==> config.mk <==
export PLATFORM = sky130hd
export DESIGN_NAME = alu_exec_iter
export DESIGN_NICKNAME = d
export VERILOG_FILES = /design/src/rtl/alu_exec_iter.sv
export SDC_FILE = /design/constraint.sdc
export NUM_CORES = 1
export LEC_CHECK = 0
export CORE_MARGIN = 1.5
export CORE_UTILIZATION = 40
export CTS_BUF_LIST = sky130_fd_sc_hd__clkbuf_8
export DETAILED_ROUTE_END_ITERATION = 10
export HOLD_SLACK_MARGIN = 0.05
export REMOVE_ABC_BUFFERS = 1
export SLEW_MARGIN = 20
export SYNTH_ARGS = -nofsm -noshare
export SYNTH_HDL_FRONTEND = slang
export SYNTH_SLANG_ARGS = --single-unit
==> constraint.sdc <==
create_clock -name clk -period 2.8 [get_ports clk]
set_input_delay 0.84 -clock clk [delete_from_list [all_inputs] [get_ports clk]]
set_output_delay 0.84 -clock clk [all_outputs]
set_load 0.01 [all_outputs]
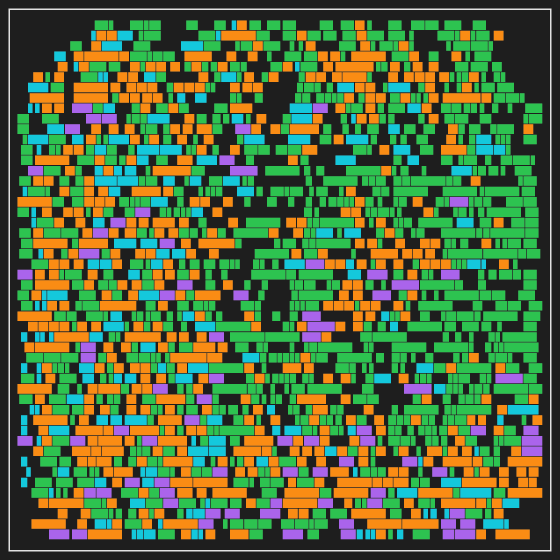
Fig. 1. Drive-strength map.
orange -> x3 and x4  # cells 470, share 30%
cyan -> x2  # cells 173, share 11%
purple -> x6 and larger  # cells 78, share 5.0%
green -> x1 and smaller  # cells 853, share 54%
Buffers, non-clock: 542
design area: 13800 µm²
Final WS setup: -417 ps

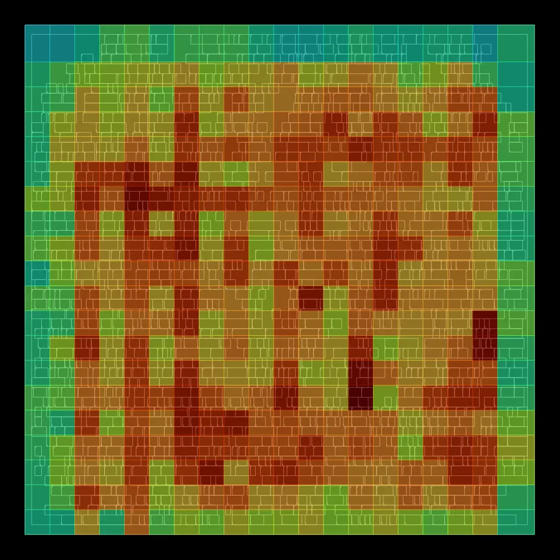
Fig. 2. Track usage over the die.
met1 GRT Util: 47.0%
Routed WL per cell: 19.7 µm
met3 Track Usage GR: 5.53%
Layout Utilization: 73.8%
GRT Total Usage: 35.0%

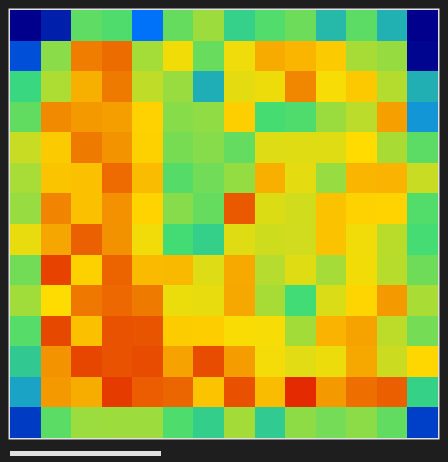
Fig. 3. Local utilization.
Scale bar: 50 µm. 14 x 14 tiles, from dark blue (low) to red (high), 0 to 100% covered.
fullest tile = 95%
mean over tiles = 68%
nearly empty tiles = 1.5%
tiles over 75% full = 41%
core area: 18700 µm²
Initial Util: 40.9%

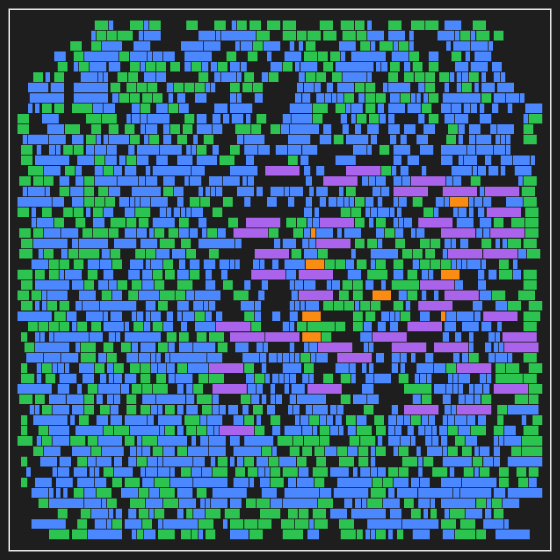
Fig. 4. Placed cells, one colour a class.
blue -> remaining logic cells  # cells 980, share of their area 58%
orange -> clock drivers and dummy loads  # cells 8, share of their area 0.67%
purple -> registers  # cells 44, share of their area 8.1%
green -> remaining buffers and delay cells  # cells 542, share of their area 34%
row cnt: 50
flop share of the area: 7.98%

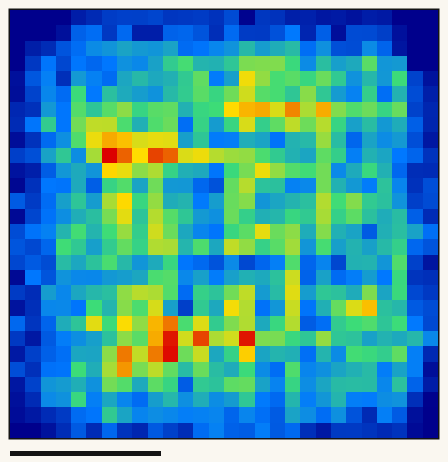
Fig. 5. Wiring heat map.
Scale bar: 50 µm. 28 x 28 tiles, from dark blue (low) to red (high), scaled to the fullest tile. Values are wire area over tile area, all layers added.
fullest tile = 0.82
tiles over half the peak = 24%
mean over tiles = 0.29
nearly empty tiles = 3.4%
Routed WL: 35700 µm
via count: 10600

==> ci_impl_report.md <==
### Flow metrics

| Metric | Value |
|---|---|
| Flops | `44` |
| Tap Cells | `234` |
| XOR Share, Synth | `under 10%` |
| Yosys simple share | `19.6%` |
| Comb area share | `53.4%` |
| FF-to-FF setup slack | `560 ps` |
| Min Hold Slack | `483 ps` |
| Largest family of logic cells by area | `AND-OR/OR-AND gates` |
| CP max stage cell | `fa_2` |
| Clock Skew | `approximately 3.9 ps` |
| Final-layout clock buffer total | `6` |
| Largest vdd supply drop | `0.213 mV` |
| Longest Clk Path Bufs | `2` |
| Final Hold Viols | `0` |
| Minimum clock period | `approximately 3200 ps` |
| RD Place Congestion | `0.987` |
| Cell area leaders | `ha_1, dfrtp_1, a21oi_1` |
| Fmax | `311 MHz` |
| Clock network share of area | `0.653%` |
| 1st-iter DRT viols | `897` |
| Final WS setup | `-417 ps` |
| Final cell count without fillers | `1808` |
| Post-synth EDFFs | `0` |
| Number of flip-flops in the largest register | `32` |
| Ao+oa area frac | `36.2%` |
| Max-area cell share | `18.0%` |
| Remaining Overflow, GRT | `0` |
| Initial antenna violation count | `1` |
| Combinational logic power | `3180 µW` |
| Clk pin slew, worst setup/hold paths | `around 90 ps` |
| Diode count | `0` |
| Setup violations, final | `24` |
| Nets | `1756` |
| Design Power | `4560 µW` |
| DP HPWL | `26200 µm` |
| Dominant kind of cell | `logic gates` |
| Die H | `141 µm` |
| Lkg Pwr | `roughly 0.0063 µW` |
| Clock sinks | `approximately 44` |
| Worst-margin pin slew | `just under 600 ps` |
| Worst Path Max Fanout | `4` |
| Synth Area per Inst | `about 7 µm²` |
| Failing checks | `setup timing` |
| Router iterations before antenna repair | `6` |
| Vias in the first global route | `10469` |
| CP max stage delay | `a little under 400 ps` |
| CTS hold repair buffers | `0` |
| H-tree Lvls | `2` |
| Critical path class | `input pin to register` |
| Setup bufs post-CTS | `59` |
| First-pass GRT wire length | `approximately 55000 µm` |
| Routed Antenna Nets | `0` |
| CTS root buffer | `clkbuf_8` |
| Synth area leader | `ha_1` |
| Adder share | `a little under a fifth` |
| Critical Path End Type | `register` |
| Maxcap violations | `0` |
| Syn Std Cell Area | `7650 µm²` |
| Pin count of the biggest net entering global routing | `44` |
| Vias per cell | `5.86` |
| RSZ-0062 raised after global routing | `yes` |
| Number of non-clock inverters | `100` |
| PwrDens | `about 330 nW/µm²` |
| Synth Instances | `1094` |
| Top-count cell post-synth | `nand2_1` |
| CTS tree | `built` |
| Buffering overhead | `32.9%` |
| Flops after synth | `roughly 44` |
| Warnings, synthesis | `0` |
| Register share of total power | `20.9%` |
| Cell Type Count | `around 71` |
| Max_slew headroom | `60.6%` |
| Outcome | `complete, but fails checks` |
| Seq pwr | `roughly 950 µW` |
| Setup TNS | `-5630 ps` |
| Synth mux share | `0.785%` |
| Post-synth top cells | `nand2_1, ha_1, a21oi_1` |
| DRC | `0` |
| Top power group | `combinational logic` |
## placed cells by master, fill, tap and decap left out, drive strengths merged, types with 9 or more instances in the layout
master,count
a221oi,27
nand4,9
a21o,16
nand2b,15
nor2,94
nand2,117
clkdlybuf4s50,52
o211ai,20
dfrtp,44
nor2b,11
clkbuf,11
nor3,20
inv,101
a31oi,32
a211oi,20
buf,459
o22ai,12
a21oi,105
nor4,13
a221o,11
ha,110
o21ai,85
xnor2,14
dlygate4sd2,17
nand3,25
## metal layers
layer	vias to the layer above	part of all wire, %
met5	-	0
met4	0	3.4
met3	105	7.9
met2	474	45
met1	5051	43
li1	4970	-
## worst max-delay path: cells and delay by family
kind | cells | cell delay [ps]
AOI/OAI and AO/OA | 8 | 1780
adders and majority gates | 2 | 540
and+or+nand+nor | 1 | 130
buffers and inverters | 2 | 110
Power and IR drop assume default switching activity.
